<file path="config.mk">
export PLATFORM = sky130hd
export DESIGN_NAME = comparador_troco
export DESIGN_NICKNAME = d
export VERILOG_FILES = /design/src/rtl/comparador_pkg.sv /design/src/rtl/contador_timeout.sv /design/src/rtl/comparador_troco.sv
export SDC_FILE = /design/constraint.sdc
export NUM_CORES = 1
export LEC_CHECK = 0
export CORE_MARGIN = 3
export CORE_UTILIZATION = 40
export DETAILED_ROUTE_END_ITERATION = 8
export PLACE_DENSITY = 0.63
export SLEW_MARGIN = 20
export SYNTH_ARGS = -nofsm -noshare
export SYNTH_HDL_FRONTEND = slang
export SYNTH_SLANG_ARGS = --single-unit
</file>
<file path="constraint.sdc">
create_clock -name clk -period 2.64 [get_ports clk]
set_clock_uncertainty 0.2 [all_clocks]
set_input_delay 0.528 -clock clk [delete_from_list [all_inputs] [get_ports clk]]
set_output_delay 0.528 -clock clk [all_outputs]
set_load 0.01 [all_outputs]
</file>
<file path="src/rtl/comparador_pkg.sv">
// Shared types and helpers for the coin-accumulating price comparator.
package comparador_pkg;

  // Controller states; the numeric values are fixed so traces stay readable.
  typedef enum logic [2:0] {
    IDLE    = 3'd0,
    ACUMULA = 3'd1,
    LIBERA  = 3'd2,
    TROCO   = 3'd3,
    DEVOLVE = 3'd4
  } estado_t;

  // Default table: eight 6-bit slots, all zero (every slot unavailable).
  localparam logic [47:0] PRECOS_PADRAO = {8{6'd0}};

  // Widest flattened table the extraction helper accepts.
  localparam int LARGURA_TABELA_MAX = 512;

  // Returns slot 'indice' of a flattened table whose slots are 'largura' bits wide.
  function automatic logic [31:0] extrai_preco(
    input logic [LARGURA_TABELA_MAX-1:0] tabela,
    input int unsigned                   indice,
    input int unsigned                   largura
  );
    logic [LARGURA_TABELA_MAX-1:0] deslocada;
    deslocada = tabela >> (indice * largura);
    return deslocada[31:0] & ((32'd1 << largura) - 32'd1);
  endfunction

endpackage

</file>
<file path="src/rtl/contador_timeout.sv">
// Inactivity counter: flags the cycle on which TIMEOUT enabled cycles have elapsed.
module contador_timeout #(
  parameter int TIMEOUT = 1000
) (
  input  logic clk,
  input  logic reset,
  input  logic clear,
  input  logic enable,
  output logic expirou
);

  localparam int W = $clog2(TIMEOUT + 1);
  localparam logic [W-1:0] LIMITE = W'(TIMEOUT - 1);
  localparam logic [W-1:0] TETO   = W'(TIMEOUT);

  logic [W-1:0] contagem;

  // Count enabled cycles; clear wins over enable, and the count never passes TIMEOUT.
  always_ff @(posedge clk or posedge reset) begin
    // NOTE: sequential state uses non-blocking (<=) so every flop samples pre-edge values.
    if (reset) begin
      contagem <= '0;
    end else if (clear) begin
      contagem <= '0;
    end else if (enable && (contagem != TETO)) begin
      contagem <= contagem + 1'b1;
    end
  end

  // Asserted during the idle cycle that completes the TIMEOUT-th count.
  assign expirou = enable && (contagem == LIMITE);

endmodule

</file>
<file path="src/rtl/comparador_troco.sv">
// Vending-machine controller: accumulates coins, checks a selection against
// the price table, dispenses, and pays change or refunds one unit per cycle.
module comparador_troco
  import comparador_pkg::*;
#(
  parameter int LARGURA_VALOR = 6,
  parameter int NUM_PRODUTOS  = 8,
  parameter int LARGURA_PROD  = 3,
  parameter logic [NUM_PRODUTOS*LARGURA_VALOR-1:0] PRECOS =
    (NUM_PRODUTOS*LARGURA_VALOR)'(PRECOS_PADRAO),
  parameter int TIMEOUT       = 1000
) (
  input  logic                     clk,
  input  logic                     reset,
  input  logic                     moedaValida,
  input  logic [LARGURA_VALOR-1:0] valorMoeda,
  input  logic                     selecionar,
  input  logic [LARGURA_PROD-1:0]  produto,
  input  logic                     cancelar,
  output logic [LARGURA_VALOR-1:0] valorTotal,
  output logic                     liberarProduto,
  output logic                     pulsoTroco,
  output logic                     devolverMoedas,
  output logic                     moedaRejeitada,
  output logic                     erroProduto,
  output logic                     ocupado,
  output logic                     fim
);

  localparam logic [LARGURA_VALOR-1:0] UM = LARGURA_VALOR'(1);

  estado_t                  estado, estado_n;
  logic [LARGURA_VALOR-1:0] valor_n;
  logic [LARGURA_VALOR:0]   soma;
  logic [LARGURA_VALOR-1:0] preco;
  logic                     produto_valido;
  logic                     aceito;
  logic                     rejeita_n, erro_n, fim_n;
  logic                     conta, limpa, expirou;

  // One extra bit on the sum detects overflow instead of wrapping.
  assign soma  = {1'b0, valorTotal} + {1'b0, valorMoeda};
  assign preco = LARGURA_VALOR'(extrai_preco(LARGURA_TABELA_MAX'(PRECOS),
                                             32'(produto), LARGURA_VALOR));
  assign produto_valido = (int'(produto) < NUM_PRODUTOS) && (preco != '0);

  // Inactivity only matters while holding a nonzero balance in ACUMULA.
  assign conta = (estado == ACUMULA) && (valorTotal != '0);
  assign limpa = (estado != ACUMULA) || aceito;

  contador_timeout #(
    .TIMEOUT (TIMEOUT)
  ) u_timeout (
    .clk     (clk),
    .reset   (reset),
    .clear   (limpa),
    .enable  (conta),
    .expirou (expirou)
  );

  // Next-state, next-balance and strobe arbitration (cancelar > selecionar > moeda).
  always_comb begin
    // NOTE: every signal written here gets a default first, so no path infers a latch.
    estado_n  = estado;
    valor_n   = valorTotal;
    aceito    = 1'b0;
    rejeita_n = 1'b0;
    erro_n    = 1'b0;
    fim_n     = 1'b0;
    unique case (estado)
      IDLE, ACUMULA: begin
        if (cancelar) begin
          // Cancel wins arbitration; it only refunds when there is something to return.
          aceito    = 1'b1;
          rejeita_n = moedaValida;
          if ((estado == ACUMULA) && (valorTotal != '0)) estado_n = DEVOLVE;
        end else if (selecionar) begin
          aceito    = 1'b1;
          rejeita_n = moedaValida;
          if (!produto_valido || (valorTotal < preco)) begin
            erro_n = 1'b1;
          end else begin
            estado_n = LIBERA;
            valor_n  = valorTotal - preco;
          end
        end else if (moedaValida) begin
          if (!soma[LARGURA_VALOR]) begin
            aceito   = 1'b1;
            valor_n  = soma[LARGURA_VALOR-1:0];
            estado_n = ACUMULA;
          end else begin
            rejeita_n = 1'b1;
          end
        end
        // User activity in the expiry cycle keeps the session alive.
        if (!aceito && expirou) estado_n = DEVOLVE;
      end
      LIBERA: begin
        rejeita_n = moedaValida;
        if (valorTotal != '0) begin
          estado_n = TROCO;
        end else begin
          estado_n = IDLE;
          fim_n    = 1'b1;
        end
      end
      TROCO, DEVOLVE: begin
        // The unit shown this cycle is paid; leave when the last one goes out.
        rejeita_n = moedaValida;
        if (valorTotal > UM) begin
          valor_n = valorTotal - UM;
        end else begin
          valor_n  = '0;
          estado_n = IDLE;
          fim_n    = 1'b1;
        end
      end
      default: estado_n = IDLE;
    endcase
  end

  // State, balance and every output are registered; level outputs follow the next state.
  always_ff @(posedge clk or posedge reset) begin
    if (reset) begin
      estado         <= IDLE;
      valorTotal     <= '0;
      liberarProduto <= 1'b0;
      pulsoTroco     <= 1'b0;
      devolverMoedas <= 1'b0;
      moedaRejeitada <= 1'b0;
      erroProduto    <= 1'b0;
      ocupado        <= 1'b0;
      fim            <= 1'b0;
    end else begin
      estado         <= estado_n;
      valorTotal     <= valor_n;
      liberarProduto <= (estado_n == LIBERA);
      pulsoTroco     <= (estado_n == TROCO) || (estado_n == DEVOLVE);
      devolverMoedas <= (estado_n == DEVOLVE);
      moedaRejeitada <= rejeita_n;
      erroProduto    <= erro_n;
      ocupado        <= (estado_n == LIBERA) || (estado_n == TROCO) || (estado_n == DEVOLVE);
      fim            <= fim_n;
    end
  end

endmodule

</file>
Run 1, signal wires on met1:
Scale bar: 20 µm.
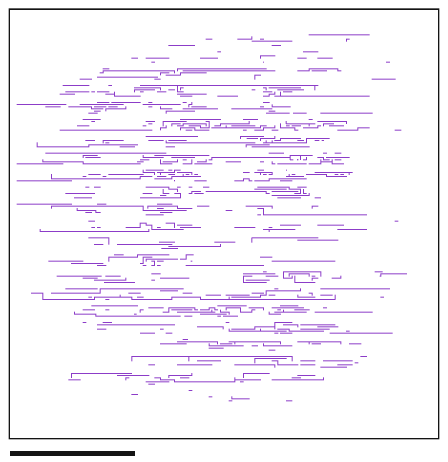
- main direction: horizontal
- wire length on this layer: 1,640 µm
- longest straight run: 28.5 µm

Run 1, signal wires on met2:
Scale bar: 20 µm.
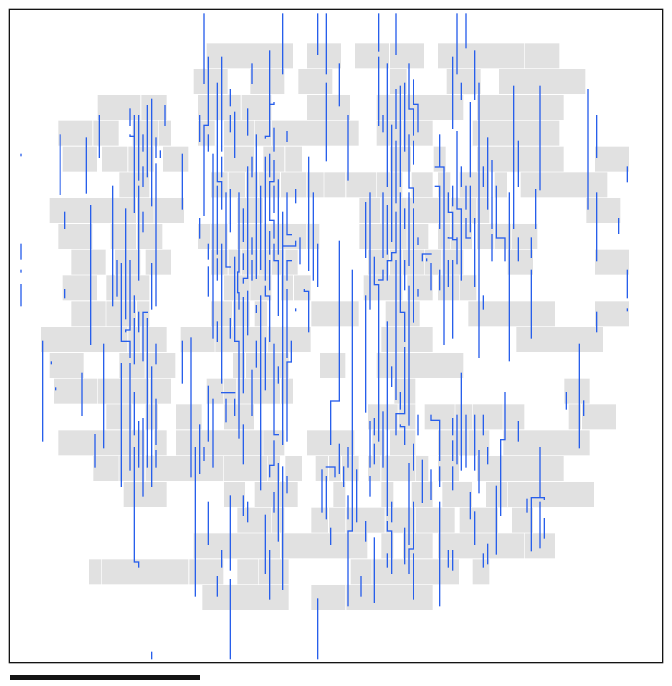
- wire length on this layer: 1,750 µm
- share of all routed wire: 50%
- nets with wire on the layer: 199
- longest straight run: 28.9 µm
- main direction: vertical

Run 1, metal 3:
Scale bar: 20 µm.
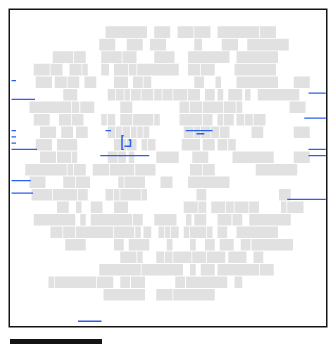
- longest straight run: 10.3 µm
- share of all routed wire: 2.1%
met3 Track Usage GR: 0.0146
Vias: 1,380

==> results.rst, run 1 <==
Run summary
-----------

.. list-table::
   :header-rows: 1

   * - Metric
     - Value
   * - DP HPWL
     - 2710 µm
   * - Area of the core region
     - 3720 µm²
   * - Net count after synthesis
     - 196
   * - Count of synthesis-stage warnings from yosys
     - 0
   * - Filler cell count in the final layout
     - 340
   * - Comb gate area
     - 923 µm²
   * - Total wire length after detailed routing
     - 3500 µm
   * - CTS tree
     - yes
   * - Clock period minus worst slack
     - 2.57 ns
   * - Final cell utilization of the core
     - 0.567
   * - Site row count
     - 22
   * - Final count of hold timing violations
     - 0
   * - Number of standard cells in the final layout excluding fillers
     - 261
   * - Sequential cell area
     - 651 µm²
   * - Critical path start-end classification
     - in -> reg
   * - Setup-violating endpoint count in the final report
     - 0
   * - Status
     - completed
   * - Chip Area, Yosys
     - 1580 µm²
   * - Clock buffer count from CTS
     - 3
   * - Hold Crit Class
     - reg -> reg
   * - Required time at the endpoint of the critical path
     - 2.59 ns
   * - Max Fclk
     - 389 MHz
   * - Kind of start point of the critical path
     - input pin
   * - Antenna violations before repair
     - 0
   * - Overall power of the completed layout
     - 1.78 mW
   * - Post-synth top flop
     - sky130_fd_sc_hd__dfrtp_1
   * - Maximum number of pins on one net before global-route repair
     - 27
   * - Cell depth of the worst hold path
     - 2
   * - Leading area contributor after synthesis
     - sky130_fd_sc_hd__dfrtp_1
   * - CP endpoint
     - valorTotal[2]$_DFFE_PP0P_
   * - Per-cell routed wire length
     - 13.4 µm
-- run 1: layer usage --
layer,routed length (µm),vias to the layer above,share of wire
met5,0,-,0
met4,36,0,0.010
met3,73,2,0.021
met2,1750,25,0.50
met1,1640,659,0.47
li1,-,694,-
-- run 1: area by class of cell --
cell class,count,share of cell area
clock buffers,3,0.0196
multi-input cells,130,0.438
repair buffers,43,0.185
inverters,11,0.0196
flip-flops and latches,26,0.309
well taps,48,0.0285
-- run 1: what timing repair did --
item,4_1_cts,5_1_grt
pin swaps,0,7
gates resized,1,23
hold buffers,0,0
cloned,0,0
setup endpoints to repair,12,21
buffers inserted,0,2
-- run 1: critical path, stage by stage --
cell	delay (ns)
sky130_fd_sc_hd__clkdlybuf4s50_1	0.40
sky130_fd_sc_hd__ha_1	0.30
sky130_fd_sc_hd__nor2b_2	0.16
sky130_fd_sc_hd__o31a_1	0.33
sky130_fd_sc_hd__o21ai_2	0.25
sky130_fd_sc_hd__a21oi_1	0.10
sky130_fd_sc_hd__buf_4	0.16
sky130_fd_sc_hd__o21ai_1	0.16
sky130_fd_sc_hd__o221ai_2	0.11
-- run 1: report_power, final --
part           leakage [nW]  internal, mW  switching [mW]
Clock                0.0216         0.102           0.129
Sequential            0.347         0.478          0.0759
Combinational         0.535         0.502           0.498
Total                 0.904          1.08           0.702
-- run 1: cell families after synthesis --
group / synth area share
other: 0.00238
buffers and inverters: 0.0342
xor gates and xnor gates: 0.0612
AOI/OAI and AO/OA: 0.160
muxes: 0.0127
and+or+nand+nor: 0.217
DFF: 0.413
adders and majority gates: 0.100
-- run 1: flip-flops by register name, summed over array words and instances, names as in the netlist --
name and cells:
estado 3, erroProduto 1, liberarProduto 1, u_timeout.contagem 10, moedaRejeitada 1, valorTotal 6, pulsoTroco 1, devolverMoedas 1
fim 1, ocupado 1
Run 1, routing congestion map:
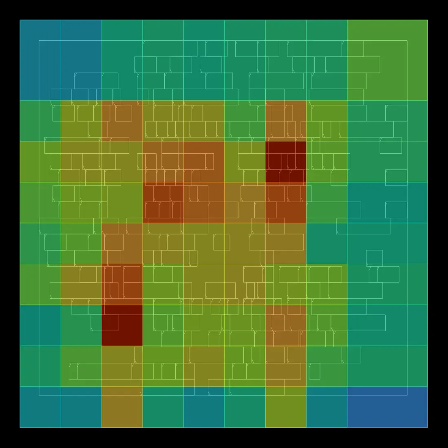

--- run 2 (diff from run 1) ---
--- a/config.mk
+++ b/config.mk
@@ -5,10 +5,11 @@
 export SDC_FILE = /design/constraint.sdc
 export NUM_CORES = 1
 export LEC_CHECK = 0
+export ABC_AREA = 1
 export CORE_MARGIN = 3
 export CORE_UTILIZATION = 40
 export DETAILED_ROUTE_END_ITERATION = 8
-export PLACE_DENSITY = 0.63
+export PLACE_DENSITY = 0.62
 export SLEW_MARGIN = 20
 export SYNTH_ARGS = -nofsm -noshare
 export SYNTH_HDL_FRONTEND = slang
Run 2, routing congestion map:
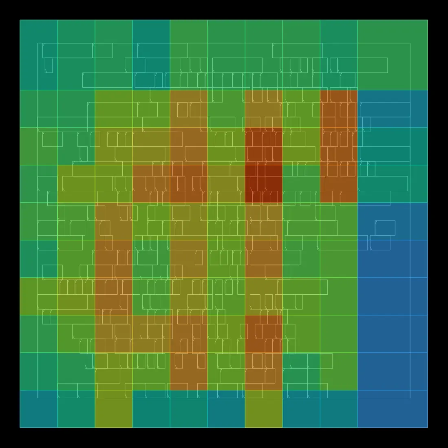
met3 Track Usage GR: 0.0307
global routing met2 resource utilization: 0.253
final cell utilization of the core: 0.522
global routing met1 resource utilization: 0.247

Run 2, signal wires on met2:
Scale bar: 20 µm.
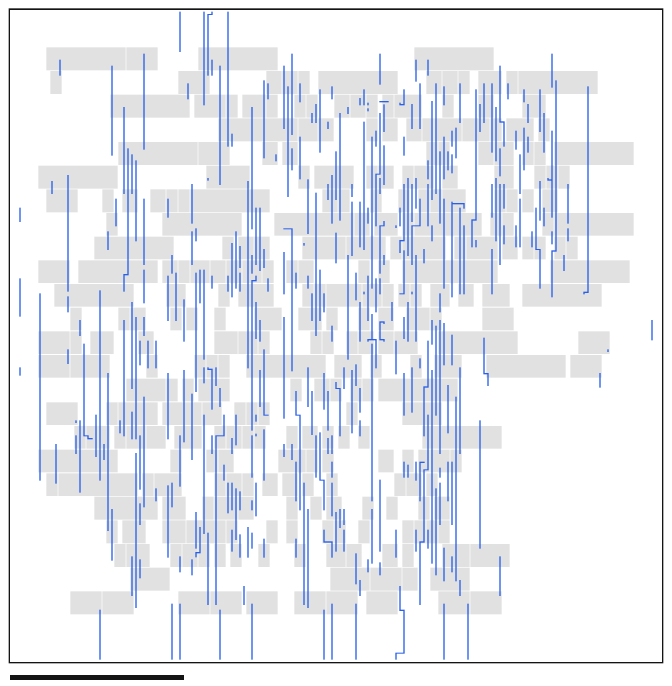
- main direction: vertical
- longest straight run: 23.6 µm
- wire length on this layer: 1,830 µm
- nets with wire on the layer: 238

==> results.rst, run 2 <==
Run summary
-----------

.. list-table::
   :header-rows: 1

   * - Metric
     - Value
   * - Top Registers
     - u_timeout.contagem: 10 flops, valorTotal: 6 flops, estado: 3 flops (unchanged)
   * - Setup Buffers After CTS
     - 0 (unchanged)
   * - Clock buffer count from CTS
     - 3 (unchanged)
   * - Logic gate share of total power
     - 0.535 (was 0.560)
   * - Power Internal
     - 1.12 mW (was 1.08 mW)
   * - Simple share
     - 0.353 (was 0.217)
   * - Clock period minus worst slack
     - 2.46 ns (was 2.57 ns)
   * - PostCTS Resize Cnt
     - 0 (was 1)
   * - P_sw
     - 0.798 mW (was 0.702 mW)
   * - Overall power of the completed layout
     - 1.92 mW (was 1.78 mW)
   * - Compound-Gate Fraction of Synth Area
     - 0.0888 (was 0.160)
   * - CP endpoint
     - valorTotal[5]$_DFFE_PP0P_ (was valorTotal[2]$_DFFE_PP0P_)
   * - Final count of hold timing violations
     - 0 (unchanged)
   * - Max FFs per register
     - 10 (unchanged)
   * - Status
     - completed (unchanged)
   * - Per-cell routed wire length
     - 12.0 µm (was 13.4 µm)
   * - Area of the core region
     - 4470 µm² (was 3720 µm²)
   * - Worst-path cell chain
     - clkdlybuf4s50_1 > ha_1 > inv_1 > fa_1 > inv_1 > nand2_1 > nand2_1 > nand2_1 > nand4_2 > nor2_1 > nor2_2 > buf_4 > nand2_1 > nand2_1 (was clkdlybuf4s50_1 > ha_1 > nor2b_2 > o31a_1 > o21ai_2 > a21oi_1 > buf_4 > o21ai_1 > o221ai_2)
   * - Slowest cell on the critical path
     - sky130_fd_sc_hd__clkdlybuf4s50_1 (unchanged)
   * - Required time at the endpoint of the critical path
     - 2.65 ns (was 2.59 ns)
   * - Delay of the slowest cell on the worst path
     - 0.46 ns (was 0.40 ns)
   * - Cell seen most often among critical-path stages
     - sky130_fd_sc_hd__nand2_1
   * - Total wire length after detailed routing
     - 4240 µm (was 3500 µm)
   * - Filler cell count in the final layout
     - 432 (was 340)
   * - Critical path start-end classification
     - in -> reg (unchanged)
   * - Post-CTS Hold Fix Bufs
     - 0 (unchanged)
   * - Area fraction in xor and xnor cells
     - 0.0368 (was 0.0612)
[run 2: how the worst min path moves through the flow]
| stage | end | startpoint | cells past startpoint |
|---|---|---|---|
| 2_1_floorplan | moedaRejeitada$_DFF_PP0_ | estado[0]$_DFF_PP0_ | 3 |
| 3_5_place_dp | valorTotal[0]$_DFFE_PP0P_ | valorTotal[0]$_DFFE_PP0P_ | 2 |
| 5_1_grt | liberarProduto$_DFF_PP0_ | reset | 3 |
| 3_3_place_gp | valorTotal[0]$_DFFE_PP0P_ | valorTotal[0]$_DFFE_PP0P_ | 2 |
| 6_report | valorTotal[0]$_DFFE_PP0P_ | valorTotal[0]$_DFFE_PP0P_ | 2 |
| 4_1_cts | valorTotal[0]$_DFFE_PP0P_ | valorTotal[0]$_DFFE_PP0P_ | 2 |
[run 2: metrics by stage]
step	std cells	setup slack, ns	util	hold WS, ns	instance area (µm²)
global route	354	0.00458	0.522	0.424	2330
detailed placement	350	-0.108	0.506	0.363	2260
floorplan	266	0.547	-	0.327	1900
global placement	350	-0.108	0.506	0.358	2260
CTS	354	0.166	0.522	0.390	2330
finish	354	0.177	0.522	0.380	2330
[run 2: cell type report]
cell class                      count  area, µm²  share of cell area
Multi-Input combinational cell    195       1070               0.460
Sequential cell                    26        651               0.279
Timing Repair Buffer               34        313               0.134
Inverter                           43        161              0.0692
Tap cell                           52       65.1              0.0279
Clock buffer                        3       41.3              0.0177
Clock inverter                      1       30.0              0.0129
[run 2: power by group through the flow]
stage,sequential (mW),clock [mW],combinational (mW)
floorplan,0.579,0,0.669
global route,0.576,0.358,1.17
finish,0.562,0.331,1.03
detailed placement,0.572,0,1.03
global placement,0.570,0,1.02
CTS,0.564,0.343,1.04
Power is estimated from default activity; no workload was simulated.
